File: config.mk
export PLATFORM = sky130hd
export DESIGN_NAME = ret_fsm
export DESIGN_NICKNAME = d
export VERILOG_FILES = /design/src/rtl/ret_fsm_pkg.sv /design/src/rtl/ret_fsm.sv
export SDC_FILE = /design/constraint.sdc
export NUM_CORES = 1
export LEC_CHECK = 0
export ABC_AREA = 1
export CAP_MARGIN = 20
export CORE_MARGIN = 2
export CORE_UTILIZATION = 39
export CTS_CLUSTER_SIZE = 28
export DETAILED_ROUTE_END_ITERATION = 10
export GPL_TIMING_DRIVEN = 0
export HOLD_SLACK_MARGIN = 0.03
export PLACE_DENSITY = 0.77
export RECOVER_POWER = 25
export SYNTH_ARGS = -nofsm -noshare
export SYNTH_HDL_FRONTEND = slang
export SYNTH_SLANG_ARGS = --single-unit
File: constraint.sdc
create_clock -name clk -period 1.7 [get_ports clk]
set_clock_uncertainty 0.1 [all_clocks]
set_input_delay 0.425 -clock clk [delete_from_list [all_inputs] [get_ports clk]]
set_output_delay 0.425 -clock clk [all_outputs]
set_load 0.03 [all_outputs]
File: src/rtl/ret_fsm_pkg.sv
// Shared pipeline constants for the return sequencer: injected opcodes, pop tags and FSM states.
package ret_fsm_pkg;

  localparam logic [15:0] PopFlagsOp  = 16'b0110100000001010;
  localparam logic [15:0] PopPcHighOp = 16'b0110100000001001;
  localparam logic [15:0] PopPcLowOp  = 16'b0110100000001000;
  localparam logic [15:0] NopOp       = 16'b0;

  // Tag codes carried back from memory/write-back with each popped word.
  localparam logic [1:0] TagFlags  = 2'b00;
  localparam logic [1:0] TagPcHigh = 2'b01;
  localparam logic [1:0] TagPcLow  = 2'b10;

  typedef enum logic [2:0] {
    StIdle,
    StPopFlags,
    StPopHigh,
    StPopLow,
    StWait,
    StChangePc
  } state_e;

endpackage

File: src/rtl/ret_fsm.sv
// Return-sequence controller: injects stack pops on RET/RTI, reassembles the return address
// and issues a one-cycle PC change (plus flag restore for RTI).
module ret_fsm
  import ret_fsm_pkg::*;
#(
  parameter logic [15:0] POP_FLAGS_OP   = PopFlagsOp,
  parameter logic [15:0] POP_PC_HIGH_OP = PopPcHighOp,
  parameter logic [15:0] POP_PC_LOW_OP  = PopPcLowOp,
  parameter logic [15:0] NOP_OP         = NopOp
) (
  input  logic        clk,
  input  logic        reset,
  input  logic        ret,
  input  logic        rti,
  input  logic        pop_valid,
  input  logic [1:0]  pop_tag,
  input  logic [15:0] pop_data,
  output logic [15:0] out,
  output logic        stall,
  output logic [31:0] pc,
  output logic        change_pc_ret,
  output logic        flags_restore,
  output logic [3:0]  flags_out
);

  state_e      state_q, state_d;
  logic        is_rti_q, is_rti_d;
  logic        have_flags_q, have_flags_d;
  logic        have_high_q, have_high_d;
  logic        have_low_q, have_low_d;
  logic [31:0] pc_q, pc_d;
  logic [3:0]  flags_q, flags_d;
  logic [15:0] out_q, out_d;
  logic        stall_q;
  logic        change_pc_q;
  logic        flags_restore_q;

  always_comb begin
    state_d      = state_q;
    is_rti_d     = is_rti_q;
    have_flags_d = have_flags_q;
    have_high_d  = have_high_q;
    have_low_d   = have_low_q;
    pc_d         = pc_q;
    flags_d      = flags_q;

    // Captures are accepted in every busy state, including CHANGE_PC.
    if (pop_valid && (state_q != StIdle)) begin
      case (pop_tag)
        TagPcHigh: begin
          pc_d[31:16] = pop_data;
          have_high_d = 1'b1;
        end
        TagPcLow: begin
          pc_d[15:0] = pop_data;
          have_low_d = 1'b1;
        end
        TagFlags: begin
          flags_d      = pop_data[3:0];
          have_flags_d = 1'b1;
        end
        default: ;
      endcase
    end

    unique case (state_q)
      StIdle: begin
        if (ret || rti) begin
          is_rti_d     = rti;
          have_flags_d = 1'b0;
          have_high_d  = 1'b0;
          have_low_d   = 1'b0;
          state_d      = rti ? StPopFlags : StPopHigh;
        end
      end
      StPopFlags: state_d = StPopHigh;
      StPopHigh:  state_d = StPopLow;
      StPopLow:   state_d = StWait;
      StWait: begin
        if (have_high_d && have_low_d && (have_flags_d || !is_rti_q)) state_d = StChangePc;
      end
      StChangePc: state_d = StIdle;
      default:    state_d = StIdle;
    endcase

    unique case (state_d)
      StPopFlags: out_d = POP_FLAGS_OP;
      StPopHigh:  out_d = POP_PC_HIGH_OP;
      StPopLow:   out_d = POP_PC_LOW_OP;
      default:    out_d = NOP_OP;
    endcase
  end

  always_ff @(posedge clk or posedge reset) begin
    if (reset) begin
      state_q         <= StIdle;
      is_rti_q        <= 1'b0;
      have_flags_q    <= 1'b0;
      have_high_q     <= 1'b0;
      have_low_q      <= 1'b0;
      pc_q            <= '0;
      flags_q         <= '0;
      out_q           <= NOP_OP;
      stall_q         <= 1'b0;
      change_pc_q     <= 1'b0;
      flags_restore_q <= 1'b0;
    end else begin
      state_q         <= state_d;
      is_rti_q        <= is_rti_d;
      have_flags_q    <= have_flags_d;
      have_high_q     <= have_high_d;
      have_low_q      <= have_low_d;
      pc_q            <= pc_d;
      flags_q         <= flags_d;
      out_q           <= out_d;
      stall_q         <= (state_d != StIdle);
      change_pc_q     <= (state_d == StChangePc);
      flags_restore_q <= (state_d == StChangePc) && is_rti_d;
    end
  end

  assign out           = out_q;
  assign stall         = stall_q;
  assign pc            = pc_q;
  assign change_pc_ret = change_pc_q;
  assign flags_restore = flags_restore_q;
  assign flags_out     = flags_q;

endmodule

Fig. 1: run 1, nets reached from selected ports
Scale: 6 px per um.
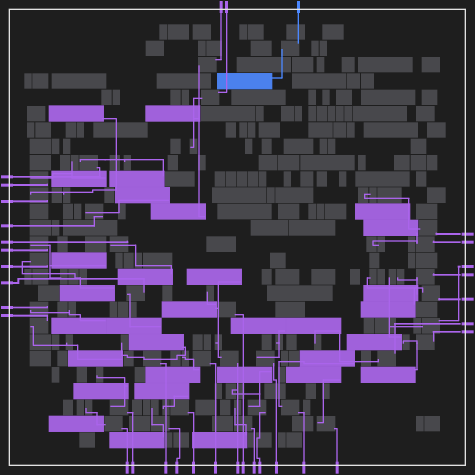
Key: purple = pc [bits 32, direction output, end cells 32, buffers 32, wire 791 um]; blue = flags_restore [bits 1, direction output, end cells 1, buffers 1, wire 11.9 um]

Fig. 2: run 1, clock wiring as the flow saved it
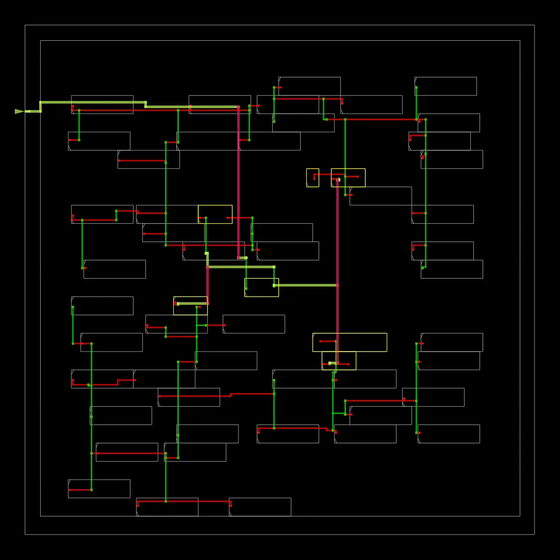
clock buffer count from CTS: 5
clock sink count: 49

Fig. 3: run 1, sequential cells grouped by signal name
Scale: 4 px per um.
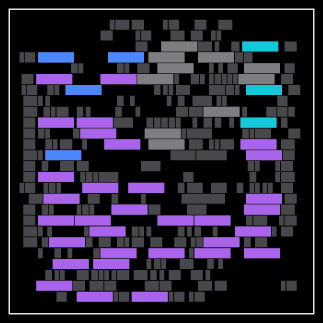
Key: cyan = out [sequential cells 3]; blue = flags_out [sequential cells 4, where north-west]; purple = pc [sequential cells 32]
Layout Utilization: 56.5%
Seq. cell area: 1230 um2
sequential cell power: 1.91 mW

==> flow_summary.html, run 1 <==
<h2>Synthesis and place &amp; route</h2>
<table>
<tr><th>Metric</th><th>Value</th></tr>
<tr><th colspan="2">Status</th></tr>
<tr><td>Run status</td><td>finished clean</td></tr>
<tr><th colspan="2">Drt</th></tr>
<tr><td>Aggregate routed wire length</td><td>4300 um</td></tr>
<tr><td>Metal1 wirelength</td><td>1870 um</td></tr>
<tr><td>Routed wire length on met3</td><td>341 um</td></tr>
<tr><td>Remaining routing DRC violations</td><td>0</td></tr>
<tr><td>Vias per inst</td><td>4.44</td></tr>
<tr><td>Met2 Routed Length</td><td>2030 um</td></tr>
<tr><td>Antenna-violating nets left</td><td>0</td></tr>
<tr><td>First drt pass iteration count</td><td>5</td></tr>
<tr><td>Top Metal Used</td><td>met4</td></tr>
<tr><th colspan="2">Synth</th></tr>
<tr><td>Top cells by count, synth</td><td>sky130_fd_sc_hd__dfrtp_1, sky130_fd_sc_hd__nand2_1, sky130_fd_sc_hd__o21ai_0</td></tr>
<tr><td>Fraction of synthesized area in multiplexers</td><td>0%</td></tr>
<tr><td>Leading area contributor after synthesis</td><td>sky130_fd_sc_hd__dfrtp_1</td></tr>
<tr><td>Share of synthesized cell area in and, or, nand and nor gates</td><td>around 15%</td></tr>
<tr><td>Async SR Flop Fraction</td><td>100%</td></tr>
<tr><td>Flops out of synthesis</td><td>49</td></tr>
<tr><td>Largest combinational cell category by area</td><td>simple AND/OR/NAND/NOR gates</td></tr>
<tr><td>Predominant post-synthesis flop cell</td><td>sky130_fd_sc_hd__dfrtp_1</td></tr>
<tr><td>AO/OA Area Share</td><td>approximately 11%</td></tr>
<tr><td>Number of instances in the synthesized netlist</td><td>201</td></tr>
<tr><td>Yosys top cell by instances</td><td>sky130_fd_sc_hd__dfrtp_1</td></tr>
<tr><td>Synthesis Warnings</td><td>0</td></tr>
<tr><td>Area share of the largest cell type after synthesis</td><td>between 60% and 70%</td></tr>
<tr><td>Combined area of all synthesized cells</td><td>2010 um2</td></tr>
<tr><td>Share of synthesized area occupied by flip-flops and latches</td><td>61.1%</td></tr>
<tr><td>Number of distinct library cells after synthesis</td><td>23</td></tr>
<tr><th colspan="2">Critical path</th></tr>
<tr><td>Cells along the critical path</td><td>dlygate4sd2_1</td></tr>
<tr><td>Worst Reg-to-Reg Cells</td><td>6</td></tr>
<tr><td>Reg-to-reg critical path endpoint</td><td>pc[25]$_DFFE_PP0P_</td></tr>
<tr><td>Startpoint Class</td><td>flip-flop</td></tr>
<tr><td>CP top delay family</td><td>buffers and inverters</td></tr>
<tr><td>Number of gates on the worst path with buffers counted</td><td>1</td></tr>
<tr><td>Stage delay of the slowest cell on the critical path</td><td>410 ps</td></tr>
<tr><td>Slowest-stage cell, CP</td><td>sky130_fd_sc_hd__dlygate4sd2_1</td></tr>
<tr><td>Startpoint of the most critical register-to-register path</td><td>state_q[0]$_DFF_PP0_</td></tr>
<tr><td>R2R Setup Slk</td><td>140 ps</td></tr>
<tr><td>Worst EP arrival</td><td>roughly 1100 ps</td></tr>
<tr><th colspan="2">Power</th></tr>
<tr><td>Switching power total</td><td>2.26 mW</td></tr>
<tr><td>Internal power contribution</td><td>2.91 mW</td></tr>
<tr><td>Worst vdd ir</td><td>between 800 and 900 uV</td></tr>
<tr><td>Relative contribution of sequential cells to total power</td><td>37.0%</td></tr>
<tr><td>Leakage power total</td><td>1.53 nW</td></tr>
<tr><td>Total power per unit cell area</td><td>1810 nW/um2</td></tr>
<tr><th colspan="2">Flow run</th></tr>
<tr><td>Max-Cap Viols</td><td>0</td></tr>
<tr><th colspan="2">Floorplanning</th></tr>
<tr><td>Width of the die</td><td>75.8 um</td></tr>
<tr><td>Top-level I/O count</td><td>78</td></tr>
<tr><td>Die Outline Area</td><td>5740 um2</td></tr>
<tr><td>Overall die height</td><td>between 70 and 80 um</td></tr>
<tr><th colspan="2">Global route</th></tr>
<tr><td>Leftover overflow at the end of global routing</td><td>0</td></tr>
<tr><td>Vias in the first global route</td><td>1,477</td></tr>
<tr><td>GR Util met1</td><td>22.3%</td></tr>
<tr><td>Fraction of met3 tracks used by global routing</td><td>between 4 and 5%</td></tr>
<tr><td>Number of antenna violations at the first check in global routing</td><td>0</td></tr>
<tr><td>Met2 layer usage reported by global route</td><td>27.0%</td></tr>
<tr><td>Maximum number of pins on one net before global-route repair</td><td>27</td></tr>
<tr><td>Busiest layer in global routing</td><td>met2</td></tr>
<tr><th colspan="2">Place</th></tr>
<tr><td>Post-placement cell count</td><td>348</td></tr>
<tr><td>Tally of buffers added on design ports</td><td>roughly 67</td></tr>
<tr><td>DP Wirelength</td><td>3140 um</td></tr>
<tr><th colspan="2">CTS</th></tr>
<tr><td>Clock-pin slew of the registers on the worst-case setup and hold paths</td><td>90 ps</td></tr>
<tr><td>Clock Latency Late Sink</td><td>300 ps</td></tr>
<tr><td>Root cell of the clock tree</td><td>sky130_fd_sc_hd__clkbuf_8</td></tr>
<tr><td>CTS tree</td><td>yes</td></tr>
<tr><td>Max H-tree Level</td><td>2</td></tr>
<tr><th colspan="2">Finish</th></tr>
<tr><td>Most common cell after layout, fill and taps aside</td><td>sky130_fd_sc_hd__dfrtp_1</td></tr>
<tr><td>Most used cells in the layout excluding fill and tap cells</td><td>sky130_fd_sc_hd__dfrtp_1, sky130_fd_sc_hd__dlygate4sd2_1, sky130_fd_sc_hd__nand2_1</td></tr>
<tr><td>Final nets</td><td>308</td></tr>
<tr><td>Number of standard cells in the layout, taps in and fillers out</td><td>355</td></tr>
<tr><th colspan="2">Timing</th></tr>
<tr><td>Tmin final</td><td>1600 ps</td></tr>
<tr><td>Slew Limit Headroom</td><td>between 40% and 50%</td></tr>
<tr><td>Number of pins exceeding their max-slew limit in the final report</td><td>0</td></tr>
<tr><td>Tightest Pin Transition</td><td>between 800 and 900 ps</td></tr>
<tr><td>Setup repair after global routing missed its margin</td><td>no</td></tr>
<tr><td>Fraction of the cycle the final worst path needs</td><td>94.1%</td></tr>
<tr><td>Number of setup violations in the final report</td><td>0</td></tr>
<tr><td>Number of failing hold endpoints at the final stage</td><td>0</td></tr>
</table>
[run 1: sequential cells by signal, summed over array words and instances (netlist names)]
register / flops
change_pc_ret: 1
flags_out: 4
out: 3
pc: 32
have_flags_q: 1
have_high_q: 1
state_q: 3
have_low_q: 1
stall: 1
is_rti_q: 1
flags_restore: 1
[run 1: power by group through the flow]
stage,Combinational (mW),Clock (mW),Sequential [mW]
after floorplan,0.807,0,2.79
after global placement,2.78,0,1.94
after detailed placement,2.83,0,1.95
after CTS,2.51,0.815,1.92
after global routing,2.67,0.854,1.97
final,2.46,0.797,1.91
[run 1: layout make-up]
type,count,area [um2]
fillers,470,2190
multi-input cells,112,561
plain buffers,19,143
inverters,30,113
repair buffers,68,617
well taps,70,87.6
clock buffers,5,68.8
flip-flops and latches,49,1230
clock inverters,2,35.0
[run 1: metrics by stage]
step / power, mW / worst slack [ps] / TNS [ps] / instance area (um2) / hold WS [ps]
floorplan: 3.60 / 2.18 / 0 / 2040 / 389
global placement: 4.72 / -881 / -49510 / 2800 / 367
detailed placement: 4.78 / -227 / -6960 / 2820 / 372
CTS: 5.25 / 6.37 / 0 / 2870 / 388
global route: 5.49 / 20.4 / 0 / 2850 / 415
finish: 5.17 / 101 / 0 / 2850 / 383
[run 1: worst min path at each step]
stage	start	endpoint	cells after the start
floorplan	state_q[2]$_DFF_PP0_	state_q[2]$_DFF_PP0_	1
global placement	pc[27]$_DFFE_PP0P_	pc[27]$_DFFE_PP0P_	2
detailed placement	pc[10]$_DFFE_PP0P_	pc[10]$_DFFE_PP0P_	2
CTS	pc[10]$_DFFE_PP0P_	pc[10]$_DFFE_PP0P_	2
global route	pc[9]$_DFFE_PP0P_	pc[9]$_DFFE_PP0P_	2
finish	pc[30]$_DFFE_PP0P_	pc[30]$_DFFE_PP0P_	2
Fig. 4: run 1, routed metal, one color a layer
Scale: 4 px per um.
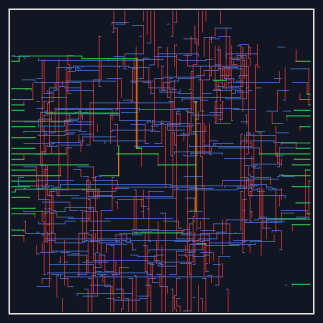

==> run 2, diff against run 1 <==
==> constraint.sdc (replaced) <==
create_clock -name clk -period 1.42 [get_ports clk]
set_clock_uncertainty 0.1 [all_clocks]
set_input_delay 0.355 -clock clk [delete_from_list [all_inputs] [get_ports clk]]
set_output_delay 0.355 -clock clk [all_outputs]
set_load 0.03 [all_outputs]
Fig. 5: run 2, routed metal, one color a layer
Scale: 4 px per um.
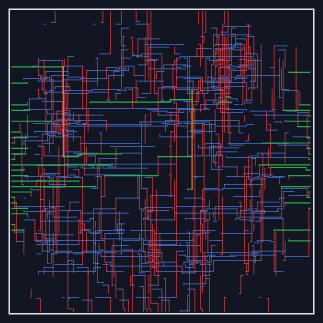
Key: blue = metal 1 [wire length 1,950 um]; green = metal 3 [wire length 301 um]; red = metal 2 [wire length 2,300 um]; orange = metal 4 [wire length 46.9 um]

==> run 2 against run 1 <==
- the run now ends with setup timing left
- setup slack lost 130 ps
- die size is the same
- critical endpoint is now out[14]
- sequential share of layout area grew 0.74 points
- area after synthesis is the same
- combinational power grew 24%
- sequential power grew 23%
- non-clock buffer count grew 7
- final cell count grew 2.0%
- worst hold slack is essentially flat
- synthesized cell count is the same
==> flow_summary.html, run 2 <==
<h2>Synthesis and place &amp; route</h2>
<table>
<tr><th>Metric</th><th>Value</th></tr>
<tr><th colspan="2">Status</th></tr>
<tr><td>Run status</td><td>finished with violations (was finished clean)</td></tr>
<tr><td>Violations in the final reports</td><td>setup timing</td></tr>
<tr><th colspan="2">Timing</th></tr>
<tr><td>Number of setup violations in the final report</td><td>3 (was 0)</td></tr>
<tr><td>Number of failing hold endpoints at the final stage</td><td>0 (unchanged)</td></tr>
<tr><td>Number of pins exceeding their max-slew limit in the final report</td><td>0 (unchanged)</td></tr>
<tr><td>Post-route worst setup slack</td><td>-26.4 ps (was 101 ps)</td></tr>
<tr><th colspan="2">CTS</th></tr>
<tr><td>Clock sink count</td><td>49 (unchanged)</td></tr>
<tr><td>Root cell of the clock tree</td><td>sky130_fd_sc_hd__clkbuf_8 (unchanged)</td></tr>
<tr><th colspan="2">Power</th></tr>
<tr><td>Worst vdd ir</td><td>927 uV (was 843 uV)</td></tr>
<tr><td>Overall Power</td><td>6.18 mW (was 5.17 mW)</td></tr>
<tr><td>Relative contribution of sequential cells to total power</td><td>37.8% (was 37.0%)</td></tr>
<tr><th colspan="2">Finish</th></tr>
<tr><td>Number of standard cells in the layout, taps in and fillers out</td><td>362 (was 355)</td></tr>
<tr><td>Layout Utilization</td><td>55.7% (was 56.5%)</td></tr>
<tr><td>Fin area</td><td>2810 um2 (was 2850 um2)</td></tr>
<tr><td>Most common cell after layout, fill and taps aside</td><td>sky130_fd_sc_hd__dfrtp_1 (unchanged)</td></tr>
<tr><th colspan="2">Drt</th></tr>
<tr><td>Routed wire length on met3</td><td>300 um (was 341 um)</td></tr>
<tr><td>Top Metal Used</td><td>met4 (unchanged)</td></tr>
<tr><td>Remaining routing DRC violations</td><td>0 (unchanged)</td></tr>
<tr><td>Vias per inst</td><td>4.45 (was 4.44)</td></tr>
<tr><td>Aggregate routed wire length</td><td>4600 um (was 4300 um)</td></tr>
<tr><th colspan="2">Synth</th></tr>
<tr><td>Yosys top cell by instances</td><td>sky130_fd_sc_hd__dfrtp_1 (unchanged)</td></tr>
<tr><td>Leading area contributor after synthesis</td><td>sky130_fd_sc_hd__dfrtp_1 (unchanged)</td></tr>
<tr><td>Async SR Flop Fraction</td><td>100% (unchanged)</td></tr>
<tr><td>Synthesis Warnings</td><td>0 (unchanged)</td></tr>
<tr><td>Largest combinational cell category by area</td><td>simple AND/OR/NAND/NOR gates (unchanged)</td></tr>
<tr><td>Predominant post-synthesis flop cell</td><td>sky130_fd_sc_hd__dfrtp_1 (unchanged)</td></tr>
<tr><td>Area share of the largest cell type after synthesis</td><td>61.1% (unchanged)</td></tr>
<tr><td>Number of distinct library cells after synthesis</td><td>23 (unchanged)</td></tr>
<tr><td>Flops out of synthesis</td><td>49 (unchanged)</td></tr>
<tr><th colspan="2">Place</th></tr>
<tr><td>DP Area</td><td>2800 um2 (was 2820 um2)</td></tr>
<tr><td>DP Wirelength</td><td>3140 um (about the same)</td></tr>
<tr><td>Pre-CTS setup slack</td><td>-487 ps (was -227 ps)</td></tr>
<tr><th colspan="2">Global route</th></tr>
<tr><td>Number of antenna violations at the first check in global routing</td><td>0 (unchanged)</td></tr>
<tr><td>Maximum number of pins on one net before global-route repair</td><td>50 (was 27)</td></tr>
<tr><th colspan="2">Floorplanning</th></tr>
<tr><td>Width of the die</td><td>75.8 um (unchanged)</td></tr>
<tr><td>Die Outline Area</td><td>5740 um2 (unchanged)</td></tr>
<tr><td>Overall die height</td><td>75.8 um (unchanged)</td></tr>
<tr><td>Top-level I/O count</td><td>78 (unchanged)</td></tr>
<tr><th colspan="2">Critical path</th></tr>
<tr><td>Stage delay of the slowest cell on the critical path</td><td>440 ps (was 410 ps)</td></tr>
<tr><td>R2R Setup Slk</td><td>40 ps (was 140 ps)</td></tr>
<tr><td>Slowest-stage cell, CP</td><td>sky130_fd_sc_hd__dfrtp_2 (was sky130_fd_sc_hd__dlygate4sd2_1)</td></tr>
<tr><th colspan="2">Worst hold path</th></tr>
<tr><td>Hold depth</td><td>2 (unchanged)</td></tr>
</table>
Fig. 6: run 2, logic cells by family
Scale: 4 px per um.
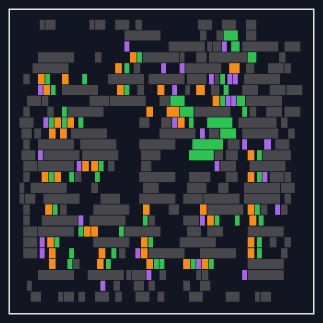
Key: orange = aoi and oai cells [cells 43, most used o21ai_0]; green = nand cells [cells 51, most used nand2_1, where all over the die]; purple = inv cells [cells 30, most used inv_1, where all over the die]

-- run 2: final timing paths --
path	startpoint	end
min	pc[20]$_DFFE_PP0P_	pc[20]$_DFFE_PP0P_
max in group asynchronous	reset	state_q[1]$_DFF_PP0_
min in group asynchronous	reset	pc[9]$_DFFE_PP0P_
min reg2reg	pc[20]$_DFFE_PP0P_	pc[20]$_DFFE_PP0P_
max reg2reg	state_q[0]$_DFF_PP0_	out[0]$_DFF_PP0_
max	out[13]$_DFF_PP0_	out[14]
-- run 2: tightest hold or removal path: cells and delay by family (launching register included) --
family | cells | cell delay [ps]
flip-flops | 1 | 340
AND-OR/OR-AND | 1 | 60
AND/OR/NAND/NOR | 1 | 50
-- run 2: kinds of logic (layout without fill, tap and decap cells) --
kind of cell,Yosys count,after routing
other,1,10
AND/OR/NAND/NOR,59,59
AND-OR/OR-AND,43,43
flip-flops,49,49
buffers and inverters,49,131
-- run 2: metal layers --
metal	vias to the layer above	track usage [%]
met5	-	0
met4	0	4.09
met3	6	5.95
met2	54	28.5
met1	766	22.3
li1	785	-
-- run 2: cell type report --
class | instances | area (um2)
fill | 509 | 2230
sequential | 49 | 1230
tap | 70 | 87.6
inverter | 30 | 114
clock buffer | 7 | 86.3
timing repair buffer | 75 | 533
multi-input combinational | 112 | 586
buffer | 19 | 173
-- run 2: power by group through the flow --
| stage | Combinational (mW) | Sequential [mW] | Clock (mW) |
|---|---|---|---|
| global placement | 3.32 | 2.33 | 0 |
| CTS | 3.00 | 2.33 | 0.827 |
| floorplan | 0.966 | 3.34 | 0 |
| global route | 3.30 | 2.41 | 0.886 |
| detailed placement | 3.38 | 2.35 | 0 |
| finish | 3.04 | 2.34 | 0.809 |
Power figures rest on the tool's default switching activity, not on a simulated workload.
